Figure 1. PDN straps and rails (run 1).
The bar under the picture is 50 um long. Pins as bars on the die edge.
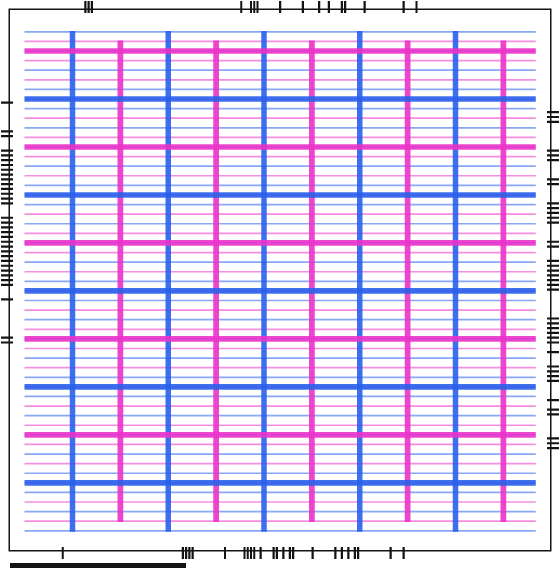
Figure 2. Placement by cell class (run 1).
The bar under the picture is 50 um long.
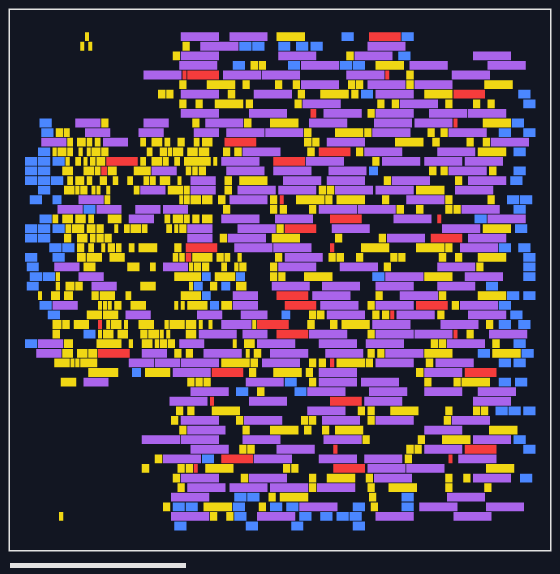
Figure 3. Routed clock nets over the placement (run 1).
The bar under the picture is 50 um long.
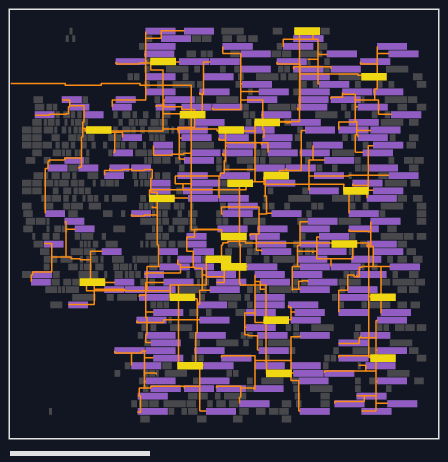
$ cat src/rtl/instr_fetch_unit.sv
// instr_fetch_unit: sequential instruction fetch with prefetch FIFO, credit-limited requests and redirect flush
module instr_fetch_unit #(
    parameter int                 ADDR_W   = 13,
    parameter int                 DEPTH    = 4,
    parameter logic [ADDR_W-1:0]  RESET_PC = '0
) (
    input  logic              clk,
    input  logic              rst,
    output logic              mem_req_valid,
    output logic [ADDR_W-1:0] mem_req_addr,
    input  logic              mem_req_ready,
    input  logic              mem_rsp_valid,
    input  logic [31:0]       mem_rsp_data,
    input  logic              redirect_valid,
    input  logic [ADDR_W-1:0] redirect_pc,
    output logic              inst_valid,
    output logic [31:0]       inst_data,
    output logic [ADDR_W-1:0] inst_pc,
    input  logic              inst_ready,
    output logic              fetch_fault
);
    localparam int PW = $clog2(DEPTH);
    localparam int CW = PW + 1;

    typedef enum logic {RUN, FAULT} state_t;

    state_t            state, state_nxt;
    logic [ADDR_W-1:0] fetch_pc, resp_pc, redir_pc;
    logic [CW-1:0]     count, outstanding, drop_cnt;
    logic [PW-1:0]     wr_ptr, rd_ptr;
    logic [31:0]       data_mem [DEPTH];
    logic [ADDR_W-1:0] pc_mem [DEPTH];
    logic              req_fire, push, pop;

    assign redir_pc      = {redirect_pc[ADDR_W-1:2], 2'b00};
    assign mem_req_valid = rst && state == RUN && !redirect_valid &&
                           ({1'b0, count} + {1'b0, outstanding} < (CW+1)'(DEPTH));
    assign mem_req_addr  = fetch_pc;
    assign req_fire      = mem_req_valid && mem_req_ready;
    assign push          = mem_rsp_valid && drop_cnt == '0 && !redirect_valid;
    assign pop           = inst_valid && inst_ready && !redirect_valid;
    assign inst_valid    = count != '0;
    assign inst_data     = data_mem[rd_ptr];
    assign inst_pc       = pc_mem[rd_ptr];
    assign fetch_fault   = state == FAULT;

    // a redirect decides between running and halting on its alignment
    always_comb begin
        state_nxt = state;
        if (redirect_valid)
            state_nxt = (redirect_pc[1:0] != 2'b00) ? FAULT : RUN;
    end

    // state register
    always_ff @(posedge clk) begin
        state <= !rst ? RUN : state_nxt;
    end

    // in-flight accounting: every in-flight word at a redirect becomes stale and is dropped
    always_ff @(posedge clk) begin
        if (!rst) begin
            outstanding <= '0;
            drop_cnt    <= '0;
        end else begin
            outstanding <= outstanding + CW'(req_fire) - CW'(mem_rsp_valid);
            drop_cnt    <= redirect_valid ? outstanding - CW'(mem_rsp_valid)
                                          : drop_cnt - CW'(mem_rsp_valid && drop_cnt != '0);
        end
    end

    // fetch pointer and prefetch FIFO; redirect clears the FIFO and restarts both PCs
    always_ff @(posedge clk) begin
        if (!rst) begin
            fetch_pc <= RESET_PC;
            resp_pc  <= RESET_PC;
            count    <= '0;
            wr_ptr   <= '0;
            rd_ptr   <= '0;
            for (int i = 0; i < DEPTH; i++) begin
                data_mem[i] <= '0;
                pc_mem[i]   <= '0;
            end
        end else if (redirect_valid) begin
            fetch_pc <= redir_pc;
            resp_pc  <= redir_pc;
            count    <= '0;
            wr_ptr   <= '0;
            rd_ptr   <= '0;
        end else begin
            if (req_fire)
                fetch_pc <= fetch_pc + ADDR_W'(4);
            if (push) begin
                data_mem[wr_ptr] <= mem_rsp_data;
                pc_mem[wr_ptr]   <= resp_pc;
                wr_ptr           <= wr_ptr + PW'(1);
                resp_pc          <= resp_pc + ADDR_W'(4);
            end
            if (pop)
                rd_ptr <= rd_ptr + PW'(1);
            count <= count + CW'(push) - CW'(pop);
        end
    end

    // the request credit must keep a kept response from ever meeting a full FIFO
    always_ff @(posedge clk) begin
        if (rst && push)
            assert (count < CW'(DEPTH)) else $error("prefetch fifo overflow");
    end
endmodule

$ cat config.mk
export PLATFORM = sky130hd
export DESIGN_NAME = instr_fetch_unit
export DESIGN_NICKNAME = d
export VERILOG_FILES = /design/src/rtl/instr_fetch_unit.sv
export SDC_FILE = /design/constraint.sdc
export NUM_CORES = 1
export LEC_CHECK = 0
export ABC_CLOCK_PERIOD_IN_PS = 11700
export CAP_MARGIN = 15
export CORE_MARGIN = 4
export CORE_UTILIZATION = 45
export CTS_BUF_LIST = sky130_fd_sc_hd__clkbuf_16
export DETAILED_ROUTE_END_ITERATION = 16
export PLACE_DENSITY = 0.66
export SLEW_MARGIN = 5
export SYNTH_ARGS = -nofsm -noshare
export SYNTH_HDL_FRONTEND = slang
export SYNTH_SLANG_ARGS = --single-unit
export TNS_END_PERCENT = 5
$ cat constraint.sdc
create_clock -name clk -period 11.7 [get_ports clk]
set_input_delay 2.34 -clock clk [delete_from_list [all_inputs] [get_ports clk]]
set_output_delay 2.34 -clock clk [all_outputs]
set_load 0.005 [all_outputs]
==> impl_metrics.csv, run 1 <==
group,metric,value,unit
sta,relSlewSlack,24.93,%
finish,area_delta_synth_final,21.06,%
clock_tree,cts_resized,0,
run,tool_warnings,26,
power,powerDensity,146.1,mW/mm2
routing,postRouteAntennaNets,0,
routing,avgRoutedWirePerCell,19.79,um
die,initial_core_util,46.21,%
sta,fin_tns_setup,0,ns
routing,dr_wl_met2,10300,um
yosys,flop_cell,"edfxtp_1",
power,power,1675,uW
routing,wl_met1,8754,um
global_routing,grt_max_degree,55,
placed_design,place_inst,1005,
clock_tree,cts_buffer_depth,3,
die,io_pins,112,
run_status,status,"finished, final reports clean",
placed_design,hpwl,11790,um
sta,period_used_share,59.34,%
global_routing,grt.overflow.total,0,
clock_tree,cts_tree,"yes",
clock_tree,cts_root_buf,"clkbuf_16",
worst_setup_path,rr_worst_depth,10,
yosys,yosys-stat-cells,662,
finish,final_layout_size_suffix_gt1_share,12.39,%
yosys,ys_ff,210,
placed_design,io_buffers,107,
sta,rsz0062_at_grt,"false",
worst_setup_path,worstSetupStartpointType,"input port",
routing,dr.pass1.iters,5,
sta,fin_hold_ws,0.5309,ns
run,maxCapViolCount,0,
die,chipArea,0.02343,mm2
finish,fin_cells,1045,
yosys,ys_chip_area,0.009470,mm2
finish,layout_top_cells,"edfxtp_1, and2_1, clkdlybuf4s50_1",
routing,drc,0,
sta,min_period,6.943,ns
yosys,synth_warnings,0,
yosys,ys_types,50,
die,die_w,153.1,um
worst_setup_path,worst-path-max-fanout,23,
worst_setup_path,arrival,4.60,ns
global_routing,grt_use_total,17.62,%
Back to the opening pictures, Figure 1:
- VDD: magenta
- VSS: blue
- met1 rails: 53
- met4 straps: 10
- rows: 52
Core ar.: 0.02049 mm2
peak supply drop: 0.00009559 V
Die Height: 153.1 um

Back to the opening pictures, Figure 2:
- sequential cells: purple (cells 210; share of their area 53%)
- combinational and other logic: yellow (cells 408; share of their area 31%)
- remaining buffers and delay cells: blue (cells 117; share of their area 10%)
- clock drivers and dummy loads: red (cells 40; share of their area 5.8%)
std cell rows: 52
final core occ: 55.94%
final instance area: 0.01146 mm2
sequential cell area share: 51.73%

Back to the opening pictures, Figure 3:
- clock wires: orange (length 2420 um)
- clock drivers: yellow (count 22)
- flip-flops: purple (count 210)
- routed clock nets: 23
P_clk: 621 uW
clock power share: 37.1%
skew final: 0.008363 ns
clk latency late pin: 0.49 ns

[run 1: final timing paths]
kind	endpoint	slack, ns	startpoint
hold / removal	register	0.53	rd_ptr[1]$_SDFFE_PP0P_
setup reg to reg	count[2]$_SDFF_PP0_	8.60	drop_cnt[0]$_SDFF_PN0_
hold reg to reg	register	0.53	rd_ptr[1]$_SDFFE_PP0P_
setup / recovery	mem_req_valid	4.76	rst
[run 1: area by class of cell]
cell class	instances	area, um2
clock buffers	23	575.6
multi-input cells	396	3362
inverters	12	45.04
fillers	1695	9030
repair buffers	117	1146
flip-flops and latches	210	5931
well taps	270	337.8
clock inverters	17	67.56
[run 1: Yosys cell counts, types with 3 or more instances]
cell      instances  share of area [%]
edfxtp_1        172                 55
and2_1          132                8.7
and3_1           46                3.0
mux4_2           43                 10
dfxtp_1          38                8.0
clkbuf_1         24               0.95
nand2_1          17               0.67
nor2_1           16               0.63
a21oi_1          15               0.79
o21ai_0          15               0.79
xnor2_1          13                1.2
clkbuf_2         12               0.63
ha_1             12                1.6
inv_1            10               0.40
nand3_1           9               0.48
nor3_1            9               0.48
nand4_1           8               0.53
buf_2             7               0.37
xor2_1            7               0.65
a211oi_1          6               0.48
a31oi_1           4               0.26
and4_1            4               0.37
buf_4             4               0.32
nor2b_1           3               0.20
or4_1             3               0.24
[run 1: registers in the layout, summed over array words and instances (netlist names), named ones only]
signal        flops
wr_ptr            2
data_mem        128
fetch_fault       1
outstanding       3
mem_req_addr     11
drop_cnt          3
resp_pc          11
count             3
rd_ptr            2
pc_mem           44
[run 1: metrics by stage]
stage / util [%] / cell area [um2]
3_3_place_gp: 52.80 / 10820
5_1_grt: 55.94 / 11460
4_1_cts: 55.94 / 11460
6_report: 55.94 / 11460
3_5_place_dp: 52.80 / 10820
2_1_floorplan: - / 9482
[run 1: layer usage]
layer / up-vias / GRT usage, %
met3: 22 / 2.856
met2: 205 / 30.42
met4: 0 / 3.564
li1: 2661 / -
met5: - / 0
met1: 2955 / 23.82
[run 1: cell families (layout without fill, tap and decap cells)]
family	after synthesis	in the layout	synth area share, %
DFF	210	210	62.57
AOI/OAI and AO/OA	52	52	3.395
and+or+nand+nor	261	261	16.94
muxes	45	45	10.45
other	1	4	0.03960
adders and majority gates	14	14	2.008
xor gates and xnor gates	20	20	1.850
buffers and inverters	59	169	2.748
[run 1: power breakdown]
group / internal [uW] / switching (uW) / leakage, uW / total [uW]
registers: 852 / 24.7 / 0.00210 / 876
logic: 87.7 / 89.0 / 0.00178 / 177
clock network: 352 / 269 / 0.000340 / 621
[run 1: worst max-delay path, cell delays in order]
cell	delay, ns
clkdlybuf4s50_1	0.45
buf_4	0.28
nor4b_2	0.40
nand2_1	0.35
nor3_1	0.22
clkdlybuf4s50_1	0.54
==> inputs of run 2 (changes only) <==
--- a/config.mk
+++ b/config.mk
@@ -5,7 +5,7 @@
 export SDC_FILE = /design/constraint.sdc
 export NUM_CORES = 1
 export LEC_CHECK = 0
-export ABC_CLOCK_PERIOD_IN_PS = 11700
+export ABC_CLOCK_PERIOD_IN_PS = 6500
 export CAP_MARGIN = 15
 export CORE_MARGIN = 4
 export CORE_UTILIZATION = 45
==> constraint.sdc (replaced) <==
create_clock -name clk -period 6.5 [get_ports clk]
set_input_delay 1.3 -clock clk [delete_from_list [all_inputs] [get_ports clk]]
set_output_delay 1.3 -clock clk [all_outputs]
set_load 0.005 [all_outputs]
Figure 4. PDN straps and rails (run 2).
The bar under the picture is 50 um long. Pins as bars on the die edge.
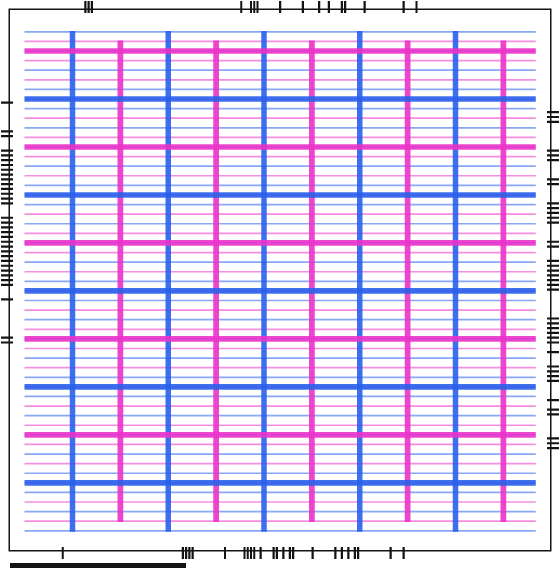
- VSS: blue
- VDD: magenta
- rows: 52
- met5 straps: 10
Die W: 153.1 um
peak supply drop: 0.0001546 V

Figure 5. Metal layers overlaid (run 2).
Only two layers are drawn.
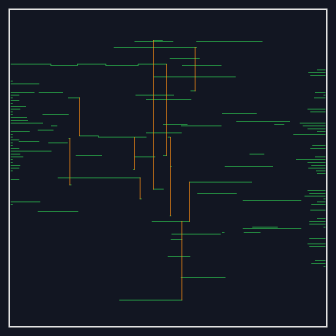
- metal 3: green (wire length 1240 um)
- metal 4: orange (wire length 299 um)
Total Wirelength: 20620 um
via count: 5680

Figure 6. Placement by cell class (run 2).
The bar under the picture is 50 um long.
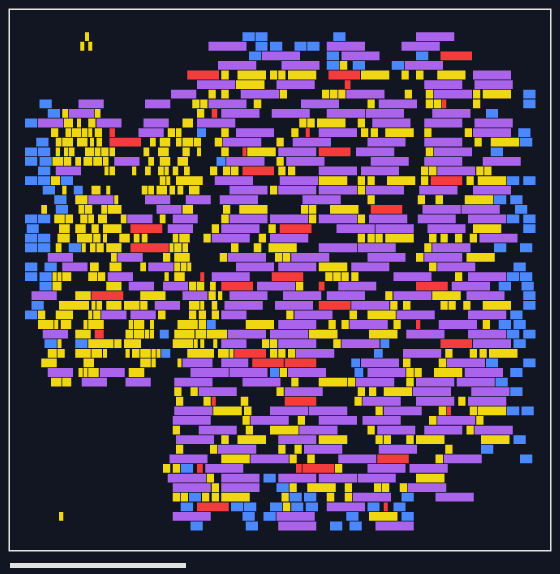
- clock drivers and dummy loads: red (cells 39; share of their area 6.0%)
- combinational and other logic: yellow (cells 408; share of their area 31%)
- remaining buffers and delay cells: blue (cells 118; share of their area 10%)
- sequential cells: purple (cells 210; share of their area 53%)
final instance area: 0.01150 mm2
sequential cell area share: 51.56%
final core occ: 56.12%

==> impl_metrics.csv, run 2 <==
group,metric,value,unit
power,clockPowerShare,38.2,%
power,powerDensity,266.4,mW/mm2
power,sw_frac_of_total,22.74,%
sta,skew,0.008195,ns
worst_setup_path,r2r_slack,3.25,ns
worst_setup_path,slowest_stage,"clkdlybuf4s50_1",
worst_setup_path,r2r_end,"pc_mem[0][11]$_SDFFCE_PN0P_",
die,io_pins,112,
power,p_seq_share,51.5,%
yosys,yosysTopAreaCellShare,54.54,%
placed_design,io_buffers,107,
routing,dr.pass1.iters,5,
sta,period_used_share,74.23,%
power,power,3064,uW
worst_setup_path,crit_family,"buffers and inverters",
yosys,synth_warnings,0,
global_routing,grt_max_degree,55,
sta,min_period,4.825,ns
clock_tree,cts_root_buf,"clkbuf_16",
sta,rsz0062_at_grt,"false",
routing,dr_wl_met2,10260,um
global_routing,grt.overflow.total,0,
clock_tree,cts_buffer_depth,3,
power,switching_power,696.7,uW
yosys,ys_chip_area,0.009470,mm2
global_routing,grt_use_total,17.21,%
worst_setup_path,rr_worst_depth,5,
run_status,status,"finished, final reports clean",
sta,fin_hold_ws,0.5335,ns
finish,final_layout_size_suffix_gt1_share,13.16,%
run,tool_warnings,26,
worst_setup_path,cpMostUsedCell,"clkdlybuf4s50_1",
worst_setup_path,cp_num_buf_inv,3,
worst_setup_path,cp_slowest_stage_delay,0.54,ns
yosys,yosysMostFrequentCell,"edfxtp_1",
yosys,ys_ff,210,
yosys,top_area_cell,"edfxtp_1",
routing,avgRoutedWirePerCell,19.73,um
worst_setup_path,arrival,3.52,ns
run,maxCapViolCount,0,
[run 2: cell families after synthesis]
group                    after synthesis  synth area share [%]
buffers and inverters                 59                 2.748
other                                  1               0.03960
multiplexers                          45                 10.45
flip-flops                           210                 62.57
adder cells (fa/ha/maj)               14                 2.008
AND/OR/NAND/NOR                      261                 16.94
XOR/XNOR                              20                 1.850
AND-OR/OR-AND                         52                 3.395
[run 2: power groups by stage]
| stage | clock network (uW) | registers, uW | logic (uW) |
|---|---|---|---|
| after CTS | 1190 | 1580 | 321 |
| after floorplan | 0 | 1600 | 171 |
| after global routing | 1250 | 1590 | 345 |
| after detailed placement | 0 | 1610 | 319 |
| final | 1170 | 1580 | 317 |
| after global placement | 0 | 1600 | 314 |
[run 2: per-stage QoR]
stage	std cells	utilization (%)	area, um2
floorplan	665	-	9482
global placement	1006	52.84	10830
detailed placement	1006	52.84	10830
CTS	1045	56.12	11500
global route	1045	56.12	11500
finish	1045	56.12	11500
[run 2: area by class of cell]
| cell class | count | area, um2 |
|---|---|---|
| clock inverter | 16 | 97.59 |
| fill | 1634 | 8992 |
| tap | 270 | 337.8 |
| timing repair buffer | 118 | 1154 |
| clock buffer | 23 | 575.6 |
| multi-input combinational | 396 | 3362 |
| sequential | 210 | 5931 |
| inverter | 12 | 45.04 |
[run 2: routing by layer]
metal | GRT usage (%) | up-vias
met5 | 0 | -
met3 | 2.969 | 23
met4 | 4.031 | 0
met1 | 22.70 | 2824
li1 | - | 2665
met2 | 29.94 | 168
[run 2: worst max path at each step]
| stage | start | endpoint | slack, ns |
|---|---|---|---|
| 2_1_floorplan | mem_rsp_valid | data_mem[0][0]$_SDFFCE_PN0P_ | 0.74 |
| 3_3_place_gp | rst | mem_req_valid | 1.65 |
| 3_5_place_dp | rst | mem_req_valid | 1.67 |
| 4_1_cts | rst | mem_req_valid | 1.67 |
| 5_1_grt | rst | mem_req_valid | 1.50 |
| 6_report | rst | mem_req_valid | 1.68 |
[run 2: tightest hold or removal path, stage by stage (launching register included)]
cell and delay, ns:
dfxtp_1 0.32, o311ai_0 0.08, a31oi_1 0.08
Power and IR drop assume default switching activity.
